===== src/rtl/symm_conv_check.sv =====
// symm_conv_check: scans the 16 deviation magnitudes of |W*W^T - I| for
// their maximum, compares it with a tolerance and tracks the FastICA
// outer-iteration count. Each verdict is exactly one of converged,
// next_iter or timeout.
module symm_conv_check #(
    parameter int DW       = 26,
    parameter int TOL      = 82,
    parameter int MAX_ITER = 64,
    parameter int ITER_W   = 8
) (
    input  logic                 clk_conv,
    input  logic                 rst_conv,
    input  logic                 start_conv,
    input  logic                 clear_iter,
    input  logic signed [DW-1:0] d11,
    input  logic signed [DW-1:0] d12,
    input  logic signed [DW-1:0] d13,
    input  logic signed [DW-1:0] d14,
    input  logic signed [DW-1:0] d21,
    input  logic signed [DW-1:0] d22,
    input  logic signed [DW-1:0] d23,
    input  logic signed [DW-1:0] d24,
    input  logic signed [DW-1:0] d31,
    input  logic signed [DW-1:0] d32,
    input  logic signed [DW-1:0] d33,
    input  logic signed [DW-1:0] d34,
    input  logic signed [DW-1:0] d41,
    input  logic signed [DW-1:0] d42,
    input  logic signed [DW-1:0] d43,
    input  logic signed [DW-1:0] d44,
    output logic                 busy,
    output logic                 done,
    output logic                 converged,
    output logic                 next_iter,
    output logic                 timeout,
    output logic signed [DW-1:0] max_dev,
    output logic [3:0]           max_idx,
    output logic [ITER_W-1:0]    iter_cnt
);

    typedef enum logic [1:0] {
        S_IDLE,
        S_SCAN,
        S_DECIDE
    } state_t;

    localparam logic signed [DW-1:0] L_TOL     = DW'(TOL);
    localparam logic signed [DW-1:0] L_SAT     = {1'b0, {(DW-1){1'b1}}};
    localparam logic [ITER_W-1:0]    L_ITER_MX = '1;

    state_t                r_state;
    state_t                w_state_nxt;
    logic signed [DW-1:0]  r_lat [16];
    logic signed [DW-1:0]  w_d [16];
    logic [3:0]            r_idx;
    logic signed [DW-1:0]  r_max;
    logic [3:0]            r_run_idx;
    logic                  r_busy;
    logic                  r_done;
    logic                  r_conv;
    logic                  r_next;
    logic                  r_timeout;
    logic signed [DW-1:0]  r_max_dev;
    logic [3:0]            r_max_idx;
    logic [ITER_W-1:0]     r_iter;

    logic                  w_accept;
    logic                  w_timeout_eff;
    logic signed [DW-1:0]  w_cur;
    logic signed [DW-1:0]  w_mag;
    logic [ITER_W-1:0]     w_iter_inc;
    logic                  w_is_conv;
    logic                  w_hit_limit;

    // Row-major view of the input matrix: index = 4*(row-1) + (col-1).
    assign w_d[0]  = d11;
    assign w_d[1]  = d12;
    assign w_d[2]  = d13;
    assign w_d[3]  = d14;
    assign w_d[4]  = d21;
    assign w_d[5]  = d22;
    assign w_d[6]  = d23;
    assign w_d[7]  = d24;
    assign w_d[8]  = d31;
    assign w_d[9]  = d32;
    assign w_d[10] = d33;
    assign w_d[11] = d34;
    assign w_d[12] = d41;
    assign w_d[13] = d42;
    assign w_d[14] = d43;
    assign w_d[15] = d44;

    // A negative deviation signals an upstream fault; saturating it to the
    // largest positive value guarantees it can never pass the tolerance.
    assign w_cur = r_lat[r_idx];
    assign w_mag = w_cur[DW-1] ? L_SAT : w_cur;

    assign w_iter_inc  = (r_iter == L_ITER_MX) ? r_iter : r_iter + 1'b1;
    assign w_is_conv   = (r_max <= L_TOL);
    assign w_hit_limit = (int'(w_iter_inc) >= MAX_ITER);

    // A clear in the same cycle lifts the timeout before start is judged.
    assign w_timeout_eff = clear_iter ? 1'b0 : r_timeout;

    // State register.
    always_ff @(posedge clk_conv) begin
        // NOTE: sequential state uses non-blocking assignments so every
        // register samples pre-edge values, independent of statement order.
        if (rst_conv) begin
            r_state <= S_IDLE;
        end else begin
            r_state <= w_state_nxt;
        end
    end

    // Next-state logic and the start-acceptance strobe.
    always_comb begin
        // NOTE: defaults first, so no path leaves a variable unassigned and
        // no latch is inferred.
        w_state_nxt = r_state;
        w_accept    = 1'b0;
        case (r_state)
            S_IDLE: begin
                if (start_conv && !w_timeout_eff) begin
                    w_accept    = 1'b1;
                    w_state_nxt = S_SCAN;
                end
            end
            S_SCAN: begin
                if (r_idx == 4'd15) begin
                    w_state_nxt = S_DECIDE;
                end
            end
            S_DECIDE: begin
                w_state_nxt = S_IDLE;
            end
            default: begin
                w_state_nxt = S_IDLE;
            end
        endcase
    end

    // Capture, serial max scan, verdict and iteration bookkeeping.
    always_ff @(posedge clk_conv) begin
        if (rst_conv) begin
            // NOTE: the capture array is small and must read as zero after
            // reset, so it is cleared here like any other register.
            for (int i = 0; i < 16; i++) begin
                r_lat[i] <= '0;
            end
            r_idx     <= '0;
            r_max     <= '0;
            r_run_idx <= '0;
            r_busy    <= 1'b0;
            r_done    <= 1'b0;
            r_conv    <= 1'b0;
            r_next    <= 1'b0;
            r_timeout <= 1'b0;
            r_max_dev <= '0;
            r_max_idx <= '0;
            r_iter    <= '0;
        end else begin
            r_done <= 1'b0;
            case (r_state)
                S_IDLE: begin
                    if (clear_iter) begin
                        r_iter    <= '0;
                        r_timeout <= 1'b0;
                    end
                    if (w_accept) begin
                        for (int i = 0; i < 16; i++) begin
                            r_lat[i] <= w_d[i];
                        end
                        r_max     <= '0;
                        r_run_idx <= '0;
                        r_idx     <= '0;
                        r_busy    <= 1'b1;
                        r_conv    <= 1'b0;
                        r_next    <= 1'b0;
                    end
                end
                S_SCAN: begin
                    // Strictly greater only, so ties keep the lower index.
                    if (w_mag > r_max) begin
                        r_max     <= w_mag;
                        r_run_idx <= r_idx;
                    end
                    if (r_idx != 4'd15) begin
                        r_idx <= r_idx + 1'b1;
                    end
                end
                S_DECIDE: begin
                    r_max_dev <= r_max;
                    r_max_idx <= r_run_idx;
                    r_iter    <= w_iter_inc;
                    if (w_is_conv) begin
                        r_conv <= 1'b1;
                    end else if (w_hit_limit) begin
                        r_timeout <= 1'b1;
                    end else begin
                        r_next <= 1'b1;
                    end
                    r_done <= 1'b1;
                    r_busy <= 1'b0;
                end
                default: begin
                    r_busy <= 1'b0;
                end
            endcase
        end
    end

    assign busy      = r_busy;
    assign done      = r_done;
    assign converged = r_conv;
    assign next_iter = r_next;
    assign timeout   = r_timeout;
    assign max_dev   = r_max_dev;
    assign max_idx   = r_max_idx;
    assign iter_cnt  = r_iter;

endmodule


===== config.mk =====
export PLATFORM = sky130hd
export DESIGN_NAME = symm_conv_check
export DESIGN_NICKNAME = d
export VERILOG_FILES = /design/src/rtl/symm_conv_check.sv
export SDC_FILE = /design/constraint.sdc
export NUM_CORES = 1
export LEC_CHECK = 0
export ABC_AREA = 0
export CAP_MARGIN = 15
export CORE_MARGIN = 2
export CORE_UTILIZATION = 35
export DETAILED_ROUTE_END_ITERATION = 8
export PLACE_DENSITY = 0.66
export SYNTH_ARGS = -nofsm -noshare
export SYNTH_HDL_FRONTEND = slang
export SYNTH_SLANG_ARGS = --single-unit

===== constraint.sdc =====
create_clock -name clk_conv -period 21.8 [get_ports clk_conv]
set_input_delay 4.36 -clock clk_conv [delete_from_list [all_inputs] [get_ports clk_conv]]
set_output_delay 4.36 -clock clk_conv [all_outputs]
set_load 0.02 [all_outputs]

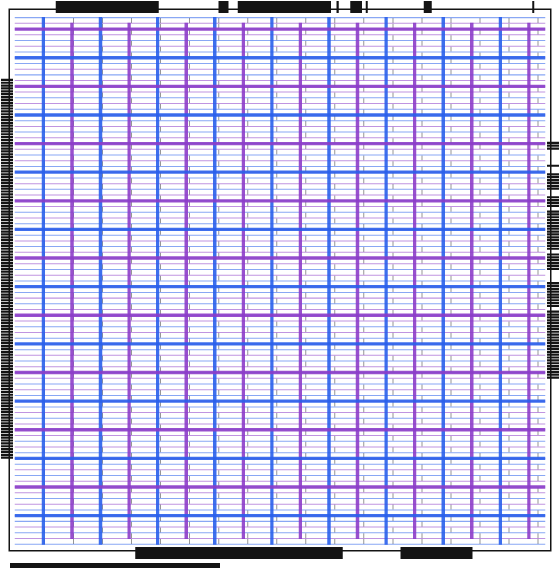
Fig. 1. Supply network (run 1).
Bar = 100 um. Pins as bars on the die edge. Tap cells in gray.
Blue shows VSS. Purple shows VDD.
93 met1 rails follow the rows. 463 signal pins sit on the boundary. 18 straps on met5. 18 straps on met4.

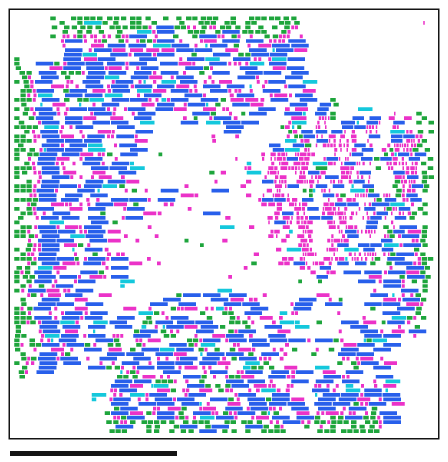
Fig. 2. Placement by cell class (run 1).
Bar = 100 um.
Cyan shows clock drivers and dummy loads, cells 99, share of their area 6.0%. Green shows other buffers and delay cells, cells 484, share of their area 17%. Magenta shows all other logic, cells 963, share of their area 27%. Blue shows flip-flops, cells 497, share of their area 50%.
final core occ: 0.4676
Core Region: 63080 um2
Final Instance Area: 29500 um2

==> Slide: Implementation Results, run 1 <==
Physical Implementation Snapshot

Status
  – Status: complete, no violations

Logic synthesis
  – Ys cells: 1565
  – Syn. warnings: 0
  – Yosys adder share: 0.01513
  – Yosys top cell by area: edfxtp_1
  – Area fraction in compound gates: 0.04045
  – Top cell type's share of synthesized area: 0.5594
  – Synth Area in Simple Gates: 0.1696
  – Top cells by area: edfxtp_1 56%, mux4_2 10%, and2_1 7.3%
  – Mapped Area: 22330 um2
  – Post-Syn Area per Cell: 14.27 um2
  – Post-synth cell types: 50
  – Logic family by area: simple AND/OR/NAND/NOR gates
  – Synth Register Bits: 497

Final layout
  – # fillers: 5598
  – Gate Area: 7680 um2
  – Register area: 14120 um2
  – Final nets: 2446

Placement
  – Post-Place Worst Slack: 13.56 ns
  – RD Place Congestion: 0.8270
  – Port Buffers: 461

Clock network
  – Hold_buf cts: 0
  – CTS tree: done
  – Longest Clk Path Bufs: 3
  – Post-CTS Resized: 0
  – H-Tree Depth: 2
  – Postcts setup bufs: 0
  – TritonCTS Buffers: 53

STA
  – Setup violations, final: 0
  – Final Hold Viols: 0
  – Setup TNS: 0 ns
  – Max-slew violations: 0
  – Final min period: 7.653 ns
  – RSZ-0062 raised after global routing: false
  – Worst rel slew slack: 0.2235
  – Worst Clk Skew: 0.02617 ns

Power and ir drop
  – Maximum vdd ir drop: 50.50 uV
  – Clk network pwr share: 0.388
  – P_int: 0.001765 W
  – Sequential Power Share: 0.494
  – P_comb: 0.000271 W
  – Switching Fraction: 0.2304
  – Switching power: 0.0005283 W

Global routing
  – First-pass GRT wire length: 93560 um
  – Pin count of the biggest net entering global routing: 137
  – Vias in the first global route: 14650
  – GRT Residual Overflow: 0
  – Antenna violations before repair: 15
  – Routing usage on met3: 0.03450
  – Met1 usage: 0.2542

Critical path
  – Worst path top cell family by delay: buffers and inverters
  – CP cell instances: clkdlybuf4s50_1 -> nand2b_1 -> nand3_1 -> nand2b_4 -> buf_4 -> buf_4
  – Crit path DRT: 22.01 ns
  – CP peak stage delay: 0.94 ns
  – Worst setup SP type: input pin
  – Slowest CP cell: buf_4
  – Most common cell on crit path: buf_4

Die
  – Top Ports: 463
  – Die footprint: 65840 um2
  – Core Rows: 92
  – Initial core utilization: 0.3540
  – Die height: 256.6 um
  – Die Width: 256.6 um

Worst hold path
  – Hold Path Cell Cnt: 2

Run
  – Max cap viols: 0

Route
  – Drt first pass iters: 7
  – Vias: 14050
  – Drt drc: 0
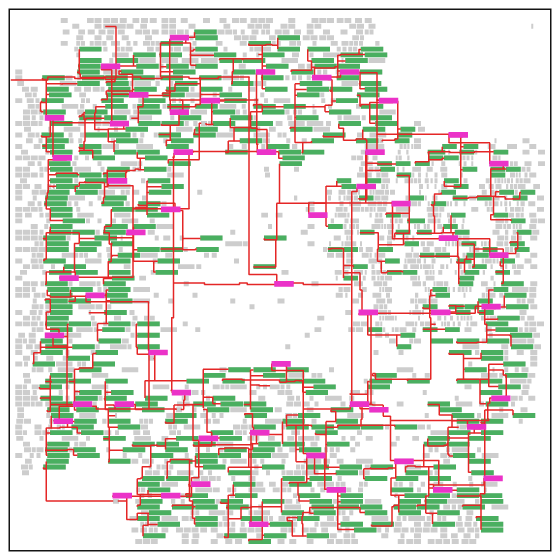
Fig. 3. Clock wires, drivers and flops (run 1).
Green shows flip-flops, count 497. Red shows clock wires, length 6370 um. Magenta shows cells driving clock nets, count 53.
Position of the flops: spread over the die. There are 54 routed clock nets.

==> run 1: sequential cells by signal, summed over array words and instances, names as in the netlist, named ones only <==
| signal | flops |
|---|---|
| busy | 1 |
| r_state | 2 |
| timeout | 1 |
| r_run_idx | 4 |
| max_dev | 25 |
| max_idx | 4 |
| converged | 1 |
| next_iter | 1 |
| r_idx | 4 |
| r_max | 25 |
| done | 1 |
| r_lat | 416 |
| iter_cnt | 8 |
==> run 1: metrics by stage <==
| step | power, W | cells | hold slack [ns] |
|---|---|---|---|
| after floorplan | 0.001309 | 1565 | 0.4317 |
| after global placement | 0.001418 | 2788 | 0.4413 |
| after detailed placement | 0.001425 | 2788 | 0.4412 |
| after CTS | 0.002321 | 2887 | 0.4522 |
| after global routing | 0.002378 | 2897 | 0.4750 |
| final | 0.002293 | 2900 | 0.4509 |
==> run 1: layer usage <==
layer  vias up  share of wire
met3        85          0.054
li1       6602              -
met5         -         0.0011
met2       412           0.50
met1      6944           0.42
met4        10          0.020
==> run 1: cells in the final DEF, fill, tap and decap left out, types with 20 or more instances in the layout <==
master | synthesis | final
clkbuf_16 | 0 | 53
edfxtp_1 | 416 | 416
ha_1 | 27 | 27
a22oi_1 | 51 | 51
mux2i_1 | 26 | 26
buf_4 | 6 | 21
nor2b_1 | 162 | 159
mux4_2 | 104 | 104
a21oi_1 | 57 | 56
nand2b_1 | 33 | 32
nand2_1 | 96 | 96
nor2_1 | 22 | 20
nand3_2 | 21 | 21
dfxtp_1 | 81 | 79
clkdlybuf4s50_1 | 0 | 460
inv_1 | 26 | 26
and2_1 | 261 | 261
==> run 1: layout make-up <==
class	count	area share
well taps	846	0.03588
clock inverters	31	0.009755
repair buffers	484	0.1629
multi-input cells	937	0.2603
flip-flops and latches	497	0.4787
diodes	11	0.0009331
clock buffers	68	0.04822
inverters	26	0.003308
==> run 2, diff against run 1 <==
clock period = 7.2 ns   (was 21.8 ns; I/O delays follow)
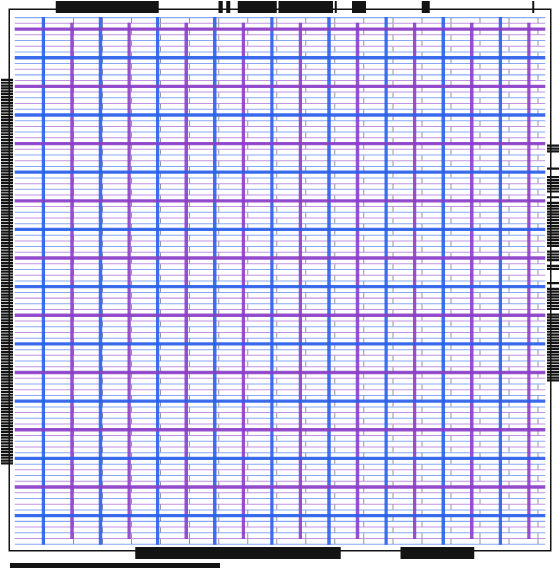
Fig. 4. Supply network (run 2).
Bar = 100 um. Pins as bars on the die edge. Tap cells in gray.
Purple shows VDD. Blue shows VSS.
18 straps on met4. 463 signal pins sit on the boundary. 846 tap cells.

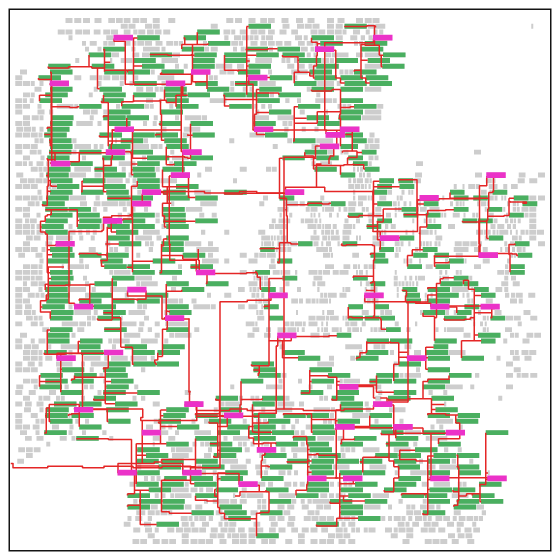
Fig. 5. Clock wires, drivers and flops (run 2).
Green shows flip-flops, count 497. Magenta shows cells driving clock nets, count 54. Red shows clock wires, length 6200 um.
Position of the flops: spread over the die.
Clk network pwr share: 0.379
clk pwr: 0.00260 W
Worst Clk Skew: 0.02523 ns
clk_lat worst skew: 0.61 ns

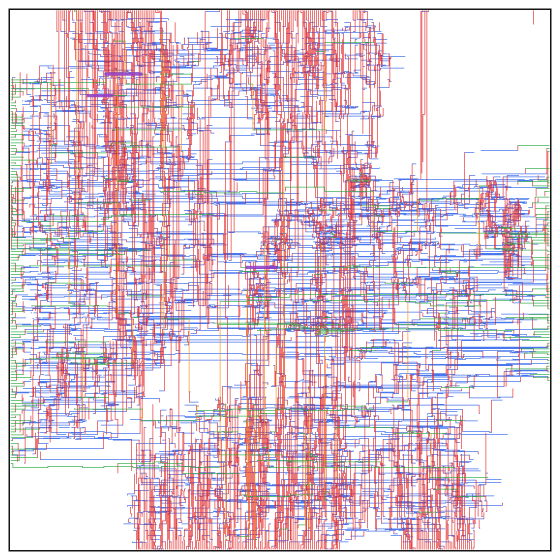
Fig. 6. Routed metal, one color a layer (run 2).
Red shows met2, wire length 32.7 mm. Green shows met3, wire length 4050 um. Orange shows met4, wire length 1680 um. Blue shows met1, wire length 27.8 mm. Purple shows met5, wire length 41.4 um.
Tot GR Track Use: 0.1986
Detailed Route WL: 66320 um

==> run 2 against run 1 <==
Effect of this change:
- die size unchanged
- area after synthesis unchanged
- global-route usage increased by 0.50 points
- first-iteration DRC count increased by 5.6%
- combinational power increased to 3.0 times the previous value
- non-clock buffer count decreased by 6
- sequential power increased to 3.0 times the previous value
- core utilization decreased by 0.16 points
- power increased to 3.0 times the previous value
- clock skew decreased by 0.00095 ns
- largest cell class unchanged
==> Slide: Implementation Results, run 2 <==
Physical Implementation Snapshot

Global routing
  – GRT Residual Overflow: 0 (unchanged)
  – Vias in the first global route: 14850 (was 14650)
  – Pin count of the biggest net entering global routing: 241 (was 137)

Clock network
  – CTS tree: done (unchanged)
  – Hold_buf cts: 0 (unchanged)
  – TritonCTS Buffers: 54 (was 53)
  – Post-CTS Resized: 0 (unchanged)
  – Postcts setup bufs: 0 (unchanged)

Critical path
  – Crit path DRT: 7.71 ns (was 22.01 ns)
  – CP cell instances: buf_4 -> mux4_2 -> a22oi_1 -> nand3_2 -> ha_1 -> nand4_1 -> nor4_1 -> o31ai_2 -> a21oi_4 -> mux2i_1 (was clkdlybuf4s50_1 -> nand2b_1 -> nand3_1 -> nand2b_4 -> buf_4 -> buf_4)
  – CP peak stage delay: 0.97 ns (was 0.94 ns)
  – Worst setup SP type: flip-flop (was input pin)
  – Slowest CP cell: a21oi_4 (was buf_4)

Route
  – Drt drc: 0 (unchanged)
  – Vias: 14180 (was 14050)

Status
  – Status: complete, no violations (unchanged)

Die
  – Die height: 256.6 um (unchanged)
  – Die Width: 256.6 um (unchanged)
  – Die footprint: 65840 um2 (unchanged)
  – Core Rows: 92 (unchanged)
  – Tapcell Cnt: 846 (unchanged)

Placement
  – Placed insts: 2784 (was 2788)
  – RD Place Congestion: 0.8450 (was 0.8270)

Final layout
  – # fillers: 5564 (was 5598)
  – Top reg by flops: r_lat (unchanged)
  – Gate Area: 7685 um2 (was 7680 um2)
  – Inverter count: 26 (unchanged)
  – Non-clk bufs: 478 (was 484)
  – Final core occ: 0.4660 (was 0.4676)
  – Combinational share of cell area: 0.2614 (was 0.2603)
  – Dominant kind of cell: registers (unchanged)
  – Seq cells: 497 (unchanged)
  – Non-Filler Instances: 2888 (was 2900)

STA
  – Max-slew violations: 0 (unchanged)
  – Final Hold Viols: 0 (unchanged)
  – RSZ-0062 raised after global routing: false (unchanged)

Logic synthesis
  – Yosys adder share: 0.01513 (unchanged)
  – Logic family by area: simple AND/OR/NAND/NOR gates (unchanged)
  – Top cells by area: edfxtp_1 56%, mux4_2 10%, and2_1 7.3% (unchanged)

Worst hold path
  – Hold Path Cell Cnt: 2 (unchanged)
==> run 2: cell count changes in the layout (fill, tap and decap cells not counted), sizes merged <==
cell,change
clkinv,+5
bufinv,-2
inv,-4
clkbuf,+4
clkinvlp,-1
diode,-8
buf,-6
==> run 2: through the flow <==
step | setup WS [ns] | instance area [um2] | power [W]
2_1_floorplan | 1.829 | 22330 | 0.003906
3_3_place_gp | 1.878 | 27740 | 0.004314
3_5_place_dp | 1.746 | 27740 | 0.004327
4_1_cts | 1.743 | 29390 | 0.006932
5_1_grt | 1.446 | 29390 | 0.007100
6_report | 1.814 | 29400 | 0.006856
==> run 2: how the worst max path moves through the flow <==
stage                    start                         to  slack (ns)
floorplan           clear_iter  r_run_idx[0]$_SDFFE_PP0P_        1.83
global placement     flip-flop     r_max[16]$_SDFFE_PP0P_        1.88
detailed placement   flip-flop     r_max[16]$_SDFFE_PP0P_        1.75
CTS                  flip-flop     r_max[19]$_SDFFE_PP0P_        1.74
global route         flip-flop     r_max[21]$_SDFFE_PP0P_        1.45
finish               flip-flop     r_max[19]$_SDFFE_PP0P_        1.81
==> run 2: where the power goes <==
| group | internal [W] | switching [W] | total (W) | leakage [nW] |
|---|---|---|---|---|
| clock | 0.00147 | 0.00112 | 0.00260 | 0.803 |
| combinational | 0.000442 | 0.000381 | 0.000823 | 4.46 |
| sequential | 0.00336 | 0.0000809 | 0.00344 | 5.13 |
| total | 0.00527 | 0.00158 | 0.00686 | 10.4 |
==> run 2: cell families after synthesis <==
group           count (synthesis)
buf+inv                       131
xor+xnor                        1
flops                         497
simple gates                  641
other cells                     1
compound gates                137
fa+ha+maj                      27
mux                           130
==> run 2: routing by layer <==
layer	routed length (um)	global-route usage
met3	4050	0.03895
met4	1680	0.05846
met1	27850	0.2600
met2	32700	0.3346
met5	41	0
No activity file was given, so power comes from the tool's default toggle rates.
